File: src/rtl/read_requester_pkg.sv
// Shared definitions for the burst read requester: FSM state encoding,
// default abort timeout and the burst-length decode helper.
package read_requester_pkg;

    typedef enum logic [2:0] {
        ST_IDLE = 3'd0,
        ST_REQ  = 3'd1,
        ST_REL  = 3'd2,
        ST_DONE = 3'd3,
        ST_ERR  = 3'd4
    } state_t;

    localparam int DEFAULT_TIMEOUT = 8;

    // A length field of zero encodes the maximum burst of 16 reads.
    function automatic logic [4:0] burst_count(input logic [3:0] len);
        return (len == 4'd0) ? 5'd16 : {1'b0, len};
    endfunction

endpackage

File: src/rtl/req_timer.sv
// Cycle counter for time spent waiting on an acknowledge; flags expiry on
// the TIMEOUT-th enabled cycle after a clear.
module req_timer
    import read_requester_pkg::*;
#(
    parameter int TIMEOUT = DEFAULT_TIMEOUT
) (
    input  logic clk,
    input  logic rst,
    input  logic i_clear,
    input  logic i_enable,
    output logic o_expired
);

    localparam int           W    = $clog2(TIMEOUT + 1);
    localparam logic [W-1:0] LAST = W'(TIMEOUT - 1);

    logic [W-1:0] r_count;

    // NOTE: sequential state is written with <= so every register samples
    // the values that existed before the clock edge.
    always_ff @(posedge clk) begin
        if (rst || i_clear) begin
            r_count <= '0;
        end else if (i_enable && !o_expired) begin
            r_count <= r_count + 1'b1;
        end
    end

    // The count holds the number of completed cycles, so the current cycle
    // is the TIMEOUT-th one when the count reaches TIMEOUT-1.
    assign o_expired = (r_count >= LAST);

endmodule

File: src/rtl/read_requester.sv
// Burst read requester: issues rd to a read/ack responder once per transfer,
// captures data strobes, and reports completion or timeout abort.
module read_requester
    import read_requester_pkg::*;
#(
    parameter int TIMEOUT = DEFAULT_TIMEOUT
) (
    input  logic       clk,
    input  logic       rst,
    input  logic       start,
    input  logic [3:0] burst_len,
    output logic       rd,
    input  logic       rd_data,
    input  logic       ack,
    input  logic [7:0] din,
    output logic [7:0] dout,
    output logic       dout_valid,
    output logic       busy,
    output logic       done,
    output logic       timeout,
    output logic [4:0] xfer_cnt
);

    state_t     r_state;
    state_t     w_next;
    logic [4:0] r_remaining;
    logic [4:0] r_xfer_cnt;
    logic [7:0] r_dout;
    logic       r_dout_valid;
    logic       w_in_req;
    logic       w_expired;
    logic       w_rd;
    logic       w_busy;
    logic       w_done;
    logic       w_timeout;

    assign w_in_req = (r_state == ST_REQ);

    req_timer #(
        .TIMEOUT(TIMEOUT)
    ) u_req_timer (
        .clk      (clk),
        .rst      (rst),
        .i_clear  (!w_in_req),
        .i_enable (w_in_req),
        .o_expired(w_expired)
    );

    always_ff @(posedge clk) begin
        if (rst) begin
            r_state <= ST_IDLE;
        end else begin
            r_state <= w_next;
        end
    end

    // NOTE: every signal driven here gets a default before the case, so no
    // path through the block can infer a latch.
    always_comb begin
        w_next    = r_state;
        w_rd      = 1'b0;
        w_busy    = 1'b1;
        w_done    = 1'b0;
        w_timeout = 1'b0;
        case (r_state)
            ST_IDLE: begin
                w_busy = 1'b0;
                if (start) w_next = ST_REQ;
            end
            ST_REQ: begin
                w_rd = 1'b1;
                // An acknowledge on the expiry edge still completes the transfer.
                if (ack) begin
                    w_next = (r_remaining > 5'd1) ? ST_REL : ST_DONE;
                end else if (w_expired) begin
                    w_next = ST_ERR;
                end
            end
            ST_REL:  w_next = ST_REQ;
            ST_DONE: begin
                w_done = 1'b1;
                w_next = ST_IDLE;
            end
            ST_ERR: begin
                w_timeout = 1'b1;
                w_next    = ST_IDLE;
            end
            default: w_next = ST_IDLE;
        endcase
    end

    always_ff @(posedge clk) begin
        if (rst) begin
            r_dout       <= 8'd0;
            r_dout_valid <= 1'b0;
            r_xfer_cnt   <= 5'd0;
            r_remaining  <= 5'd0;
        end else begin
            r_dout_valid <= 1'b0;
            case (r_state)
                ST_IDLE: begin
                    if (start) begin
                        r_remaining <= burst_count(burst_len);
                        r_xfer_cnt  <= 5'd0;
                    end
                end
                ST_REQ: begin
                    if (rd_data) begin
                        r_dout       <= din;
                        r_dout_valid <= 1'b1;
                    end
                    if (ack) begin
                        r_xfer_cnt  <= r_xfer_cnt + 5'd1;
                        r_remaining <= r_remaining - 5'd1;
                    end
                end
                default: ;
            endcase
        end
    end

    assign rd         = w_rd;
    assign busy       = w_busy;
    assign done       = w_done;
    assign timeout    = w_timeout;
    assign dout       = r_dout;
    assign dout_valid = r_dout_valid;
    assign xfer_cnt   = r_xfer_cnt;

endmodule
File: config.mk
export PLATFORM = sky130hd
export DESIGN_NAME = read_requester
export DESIGN_NICKNAME = d
export VERILOG_FILES = /design/src/rtl/read_requester_pkg.sv /design/src/rtl/req_timer.sv /design/src/rtl/read_requester.sv
export SDC_FILE = /design/constraint.sdc
export NUM_CORES = 1
export LEC_CHECK = 0
export CORE_MARGIN = 1.5
export CORE_UTILIZATION = 40
export CTS_CLUSTER_SIZE = 10
export DETAILED_ROUTE_END_ITERATION = 10
export PLACE_DENSITY = 0.69
export SYNTH_ARGS = -nofsm -noshare
export SYNTH_HDL_FRONTEND = slang
export SYNTH_SLANG_ARGS = --single-unit
File: constraint.sdc
create_clock -name clk -period 2.25 [get_ports clk]
set_input_delay 0.225 -clock clk [delete_from_list [all_inputs] [get_ports clk]]
set_output_delay 0.225 -clock clk [all_outputs]
set_load 0.05 [all_outputs]
Fig. 1: run 1, the metal 1 layer
Scale bar: 20 microns. Supply wires on this layer in gray.
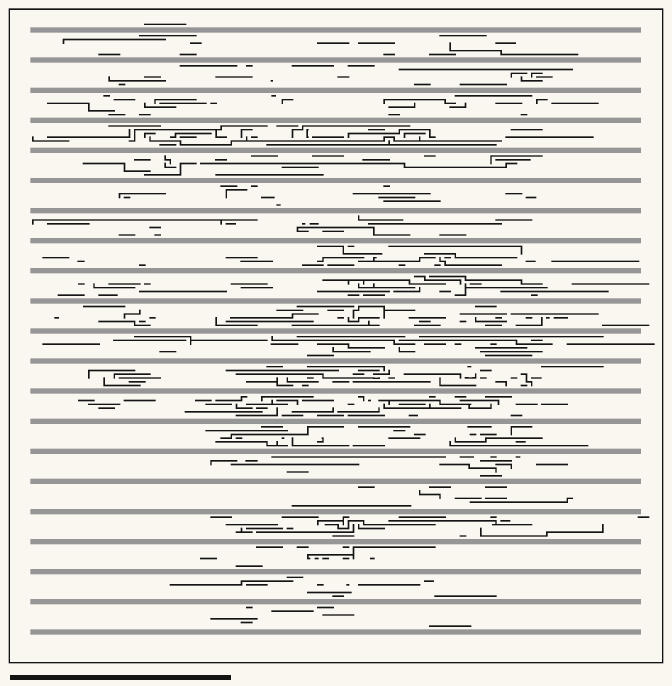
nets with wire on the layer	180
wire length on this layer	1340 microns
longest straight run	20.7 microns
main direction	horizontal
GR met1 Demand/Resource: 22.5%
Final Routed Wirelength: 2.96 mm
total via count after detailed routing: 1183

Fig. 2: run 1, metal 2
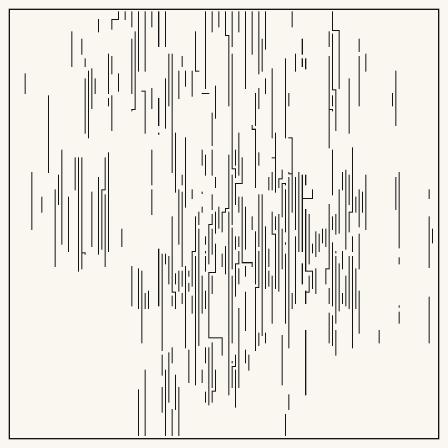
share of all routed wire	49%
wire length on this layer	1460 microns
nets with wire on the layer	172
longest straight run	25.2 microns
main direction	vertical
routing usage on met2: 30.5%

Fig. 3: run 1, metal 3
Scale bar: 20 microns.
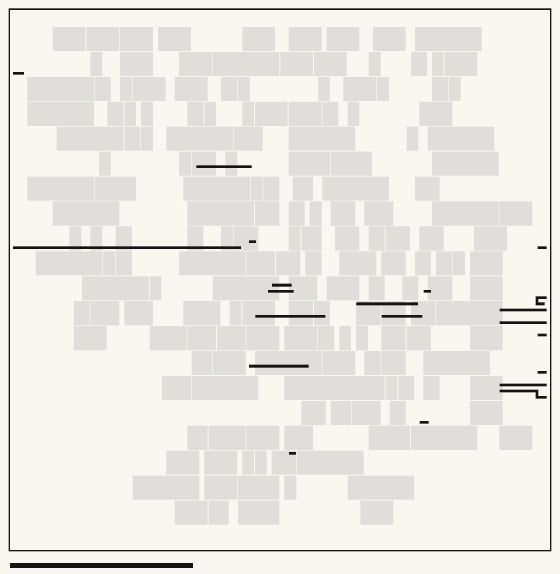
wire length on this layer	85.5 microns
longest straight run	24.6 microns
GR Layer Usage met3: 3.30%

Fig. 4: run 1, clock nets
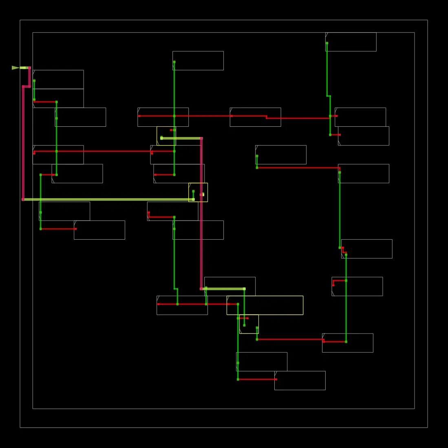
final worst clock skew: 0.00267 ns
count of flip-flops and latches: 26
TritonCTS buffer count: 3

[run 1: synthesized netlist by cell type (all sizes together), types with 2 or more instances]
master	count
inv	9
nor4b	2
o31ai	3
nor2	7
or4	3
a32o	3
nand2	18
nand3	2
nor3	5
nor4	2
a221oi	2
buf	4
and3	2
clkbuf	4
nand4b	2
a21oi	18
mux2	4
or2	2
mux2i	3
dfxtp	26
ha	4
[run 1: registers in the layout, summed over array words and instances, names as in the netlist]
signal / cells
u_req_timer.r_count: 4
dout: 8
r_state: 3
r_remaining: 5
xfer_cnt: 5
dout_valid: 1
[run 1: metal layers]
| layer | part of all wire (%) | wire length (microns) | up-vias |
|---|---|---|---|
| met5 | 0 | 0 | - |
| met4 | 2.5 | 73 | 0 |
| met3 | 2.9 | 85 | 9 |
| met2 | 49 | 1460 | 26 |
| met1 | 45 | 1340 | 572 |
| li1 | - | - | 576 |
[run 1: cell usage in the layout (no fill, tap or decap), drive strengths merged, types with 3 or more instances in the layout]
cell,n
nor2,7
o31ai,3
nand2,18
inv,9
nor3,5
mux2i,3
a32o,3
clkdlybuf4s50,32
buf,5
clkbuf,3
mux2,4
a21oi,18
dfxtp,26
ha,4
or4,3
[run 1: timing repair]
item / 4_1_cts / 5_1_grt
setup endpoints to repair: 1 / 0
endpoints found under the hold margin: 0 / 0
gates resized: 1 / 0
[run 1: power by group through the flow]
| stage | Combinational [mW] | Clock, mW | Sequential (mW) |
|---|---|---|---|
| 3_5_place_dp | 0.268 | 0 | 0.524 |
| 5_1_grt | 0.289 | 0.350 | 0.519 |
| 2_1_floorplan | 0.141 | 0 | 0.549 |
| 6_report | 0.270 | 0.322 | 0.514 |
| 4_1_cts | 0.269 | 0.334 | 0.514 |
| 3_3_place_gp | 0.264 | 0 | 0.521 |
[run 1: how the worst max path moves through the flow]
stage | depth (start not counted) | endpoint | from | slack (ns)
floorplan | 3 | done | r_state[0] | 0.42
global placement | 3 | done | r_state[0] | 0.44
detailed placement | 3 | done | r_state[0] | 0.39
CTS | 3 | timeout | r_state[0] | 0.13
global route | 3 | timeout | r_state[0] | 0.07
finish | 3 | timeout | r_state[0] | 0.15
[run 1: worst reg2reg max path: cells and delay by family (launching register included)]
kind,cells,cell delay (ns)
muxes,1,0.56
DFF,1,0.50
AOI/OAI and AO/OA,1,0.27
and+or+nand+nor,1,0.19
[run 1: layout make-up]
class                      instances  area (sq um)
multi-input combinational         98           647
clock buffer                       3          22.5
fill                             285          1330
clock inverter                     1          30.0
sequential                        26           520
timing repair buffer              38           379
inverter                           9          33.8
tap                               33          41.3
[run 1: per-stage QoR]
step	util (%)	setup slack, ns	cell area (sq um)
3_5_place_dp	54.0	0.392	1620
5_1_grt	55.8	0.0721	1670
2_1_floorplan	-	0.423	1250
3_3_place_gp	54.0	0.443	1620
4_1_cts	55.8	0.126	1670
6_report	55.8	0.146	1670
[run 1: logic make-up after synthesis]
logic type      count (synthesis)
flops                          26
simple gates                   51
compound gates                 35
fa+ha+maj                       4
xor+xnor                        1
buf+inv                        17
mux                             7
==> flow_summary.rst, run 1 <==
Implementation results
======================

.. list-table::
   :header-rows: 1

   * - Metric
     - Value
   * - Outcome
     - completed
   * - Netlist Area Pre-Place
     - 0.00125 sq mm
   * - Number of synthesized flops with an enable pin
     - 0
   * - Yosys warns
     - 0
   * - FF-to-FF End
     - r_remaining[1]
   * - Cell count listed in synth_stat.txt
     - 141
   * - Primary FF master, synth
     - sky130_fd_sc_hd__dfxtp_1
   * - XORs/XNORs by Area
     - 0.700%
   * - Max-cap check violation count
     - 0
   * - Y dimension of the die
     - 58.9 microns
   * - Synth Seq Share
     - 41.6%
   * - Number of cells produced by synthesis
     - 141
   * - Number of slew-limit violations in the final report
     - 0
   * - Post-route non-filler standard cell count
     - 208
   * - Initial DRC count
     - 30
   * - Vias in the first global route
     - 1138
   * - First-pass detailed-route iteration total
     - 4
   * - Relative contribution of sequential cells to total power
     - 46.5%
   * - Highest fanout seen on the critical path
     - 9
   * - Buffers added on ports
     - 34
   * - Proportion of power drawn by the clock network
     - 29.1%
   * - Buffers inserted by post-CTS timing repair
     - 0
   * - Maximum clock frequency
     - 475 MHz
   * - Kind of cell with the highest combined delay on the critical path
     - buffers and inverters
   * - Overall overflow remaining after global route
     - 0
   * - Most used routing layer in global routing
     - met2
   * - Initial antenna violation count
     - 0
   * - Pre-placement core utilization
     - 41.7%
   * - Cell taking the most area after synthesis
     - sky130_fd_sc_hd__dfxtp_1
   * - Area fraction in compound gates
     - 18.5%
   * - Element type at the critical path end
     - output pin
   * - Die area
     - 0.00347 sq mm
   * - Clock Tree Buf Depth
     - 2
   * - Worst hold-check slack
     - 0.431 ns
   * - Fraction of synthesis flops using an asynchronous set or reset pin
     - 0%
   * - Worst reg-to-reg path cell count
     - 3
   * - Number of routed nets with antenna violations
     - 0
   * - Multiplexer share of the synthesized area
     - 6.00%
   * - Signal arrival time at the worst endpoint
     - 1.88 ns
   * - Top-area cell type share of the netlist area
     - 41.6%
   * - Number of warnings in the stage logs
     - 27
   * - Core Area
     - 0.00300 sq mm
   * - Final period utilization
     - 93.5%
   * - Global router's overall resource usage
     - 18.3%
   * - Post-Synthesis Mean Instance Area
     - 8.87 sq um
   * - Net switching power of the design
     - 0.317 mW
   * - Ports placed on the boundary
     - 35
   * - Crit path buf inv count
     - 2
   * - Global-route wire length before repair
     - 4.86 mm
   * - Latest clock arrival within the worst-skew pair
     - 0.33 ns
   * - Final GP Congestion
     - 0.851
   * - Placement row count
     - 20
   * - Final period demand of the worst path
     - 2.10 ns
   * - Adder-cell share of the synthesized area
     - 4.00%
   * - Maximum cell stage delay along the critical path
     - 0.70 ns
   * - Worst hold start
     - din[0]
   * - Clock Sink Count
     - 26
   * - Worst setup path category
     - register to output pin
   * - Internal power
     - 0.789 mW
   * - Total design power
     - 1.11 mW
   * - Finish-stage setup viols
     - 0
   * - Setup slack of the worst register-to-register path
     - 0.63 ns
   * - Maximum number of pins on one net before global-route repair
     - 16
   * - Share of synthesized cell area in and, or, nand and nor gates
     - 22.5%
   * - Die width
     - 58.9 microns
   * - Leakage component of the power
     - 0.618 nW
   * - Syn_nets
     - 162
   * - Layout area overhead
     - 33.8%
   * - Clock root buffer
     - sky130_fd_sc_hd__clkbuf_4
   * - Critical-path cell with the highest stage delay
     - sky130_fd_sc_hd__clkdlybuf4s50_1
   * - WP data required
     - 2.03 ns
   * - Chip area estimate from yosys synthesis
     - 0.00125 sq mm
   * - Combinational share of power
     - 24.4%
==> inputs of run 2 (changes only) <==
--- a/config.mk
+++ b/config.mk
@@ -13,3 +13,4 @@
 export SYNTH_ARGS = -nofsm -noshare
 export SYNTH_HDL_FRONTEND = slang
 export SYNTH_SLANG_ARGS = --single-unit
+export TNS_END_PERCENT = 100
Fig. 5: run 2, selected gate families
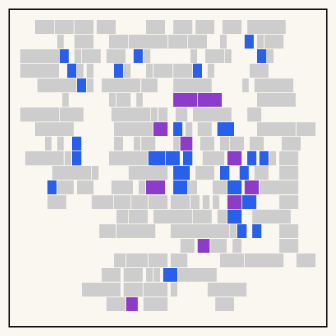
family	color	cells	most used
inverting AOI/OAI gates	blue	28	a21oi_1
AND and OR gates	purple	10	or4_1
multi-input gate share of total cell area: 38.6%
most common library cell in the layout ignoring fill and taps: sky130_fd_sc_hd__clkdlybuf4s50_1
post-route non-filler standard cell count: 208

==> flow_summary.rst, run 2 <==
Implementation results
======================

.. list-table::
   :header-rows: 1

   * - Metric
     - Value
   * - Final Routed Wirelength
     - 2.96 mm
   * - Synth Seq Share
     - 41.6%
   * - Max-cap check violation count
     - 0
   * - Highest fanout seen on the critical path
     - 9
   * - Multiplexer share of the synthesized area
     - 6.00%
   * - Worst setup path category
     - register to output pin
   * - Buffers inserted by post-CTS timing repair
     - 0
   * - Post-Synthesis Mean Instance Area
     - 8.87 sq um
   * - Critical-path cell with the highest stage delay
     - sky130_fd_sc_hd__clkdlybuf4s50_1
   * - Number of cells produced by synthesis
     - 141
   * - Outcome
     - completed
   * - Share of synthesized cell area in and, or, nand and nor gates
     - 22.5%
   * - Netlist Area Pre-Place
     - 0.00125 sq mm
   * - Filler instances
     - 285
   * - Post-layout util
     - 55.8%
   * - Syn_nets
     - 162
   * - Leakage component of the power
     - 0.618 nW
   * - Total via count after detailed routing
     - 1183
   * - Pre-placement core utilization
     - 41.7%
   * - Clock root buffer
     - sky130_fd_sc_hd__clkbuf_4
   * - Cell taking the most area after synthesis
     - sky130_fd_sc_hd__dfxtp_1
   * - Die area
     - 0.00347 sq mm
   * - Maximum cell stage delay along the critical path
     - 0.70 ns
   * - Worst hold start
     - din[0]
   * - Top-area cell type share of the netlist area
     - 41.6%
   * - Element type at the critical path end
     - output pin
   * - Global-route wire length before repair
     - 4.86 mm
   * - Number of routed nets with antenna violations
     - 0
   * - Layout area overhead
     - 33.8%
   * - Maximum number of pins on one net before global-route repair
     - 16
   * - Core Area
     - 0.00300 sq mm
   * - Vias in the first global route
     - 1138
   * - Chip area estimate from yosys synthesis
     - 0.00125 sq mm
   * - Flip-flop count of the largest register after layout
     - 8
   * - Clock Sink Count
     - 26
   * - Number of synthesized flops with an enable pin
     - 0
   * - Ports placed on the boundary
     - 35
   * - Most used cells in the layout excluding fill and tap cells
     - sky130_fd_sc_hd__clkdlybuf4s50_1 (32), sky130_fd_sc_hd__dfxtp_1 (26), sky130_fd_sc_hd__nand2_1 (18), sky130_fd_sc_hd__a21oi_1 (18), sky130_fd_sc_hd__inv_1 (9)
   * - Y dimension of the die
     - 58.9 microns
   * - Number of slew-limit violations in the final report
     - 0
   * - Primary FF master, synth
     - sky130_fd_sc_hd__dfxtp_1
   * - Finish-stage setup viols
     - 0
   * - Signal arrival time at the worst endpoint
     - 1.88 ns
   * - Cell count listed in synth_stat.txt
     - 141
   * - Maximum clock frequency
     - 475 MHz
   * - Clock Tree Buf Depth
     - 2
   * - Initial antenna violation count
     - 0
   * - First-pass detailed-route iteration total
     - 4
   * - Die width
     - 58.9 microns
   * - XORs/XNORs by Area
     - 0.700%
   * - Final period demand of the worst path
     - 2.10 ns
   * - Final GP Congestion
     - 0.851
   * - Area taken by flip-flops and latches
     - 520 sq um
   * - Fraction of synthesis flops using an asynchronous set or reset pin
     - 0%
   * - Synth top cell by count
     - sky130_fd_sc_hd__dfxtp_1
[run 2: cell counts after synthesis]
Identical to the previous run, type by type.
[run 2: worst paths after layout]
| kind | end | slack (ns) | depth (start not counted) |
|---|---|---|---|
| worst max-delay path | timeout | 0.15 | 3 |
| worst min-delay path | dout[0] | 0.43 | 3 |
| worst max register to register | r_remaining[1] | 0.63 | 3 |
| worst min register to register | dout[4] | 0.46 | 2 |
[run 2: kinds of logic after synthesis]
logic type | Yosys count
XOR/XNOR | 1
AND-OR/OR-AND | 35
adder cells (fa/ha/maj) | 4
buffers and inverters | 17
AND/OR/NAND/NOR | 51
multiplexers | 7
flip-flops | 26
[run 2: area by class of cell]
type / count / share of cell area [%]
well taps: 33 / 2.47
clock buffers: 3 / 1.35
inverters: 9 / 2.02
repair buffers: 38 / 22.6
clock inverters: 1 / 1.79
multi-input cells: 98 / 38.6
flip-flops and latches: 26 / 31.1
[run 2: stage by stage]
| step | cells | total power, mW | hold slack [ns] | area (sq um) | setup WS, ns |
|---|---|---|---|---|---|
| after floorplan | 141 | 0.690 | 0.304 | 1250 | 0.423 |
| after global placement | 204 | 0.785 | 0.442 | 1620 | 0.443 |
| after detailed placement | 204 | 0.792 | 0.449 | 1620 | 0.392 |
| after CTS | 208 | 1.12 | 0.419 | 1670 | 0.126 |
| after global routing | 208 | 1.16 | 0.417 | 1670 | 0.0721 |
| final | 208 | 1.11 | 0.431 | 1670 | 0.146 |
[run 2: worst max-delay path, delay by kind of cell (launching register included)]
kind,cells,cell delay [ns]
flops,1,0.50
buf+inv,2,0.83
simple gates,1,0.22
[run 2: report_power, final]
| part | switching, mW | leakage [nW] | internal (mW) |
|---|---|---|---|
| clock network | 0.142 | 0.0279 | 0.180 |
| logic | 0.146 | 0.379 | 0.123 |
| registers | 0.0288 | 0.212 | 0.485 |
[run 2: per-layer routing]
layer	GRT usage [%]	vias to the layer above	routed length, microns
met2	30.5	26	1460
met4	9.42	0	73
li1	-	576	-
met5	0	-	0
met1	22.5	572	1340
met3	3.30	9	85
Power is estimated from default activity; no workload was simulated.
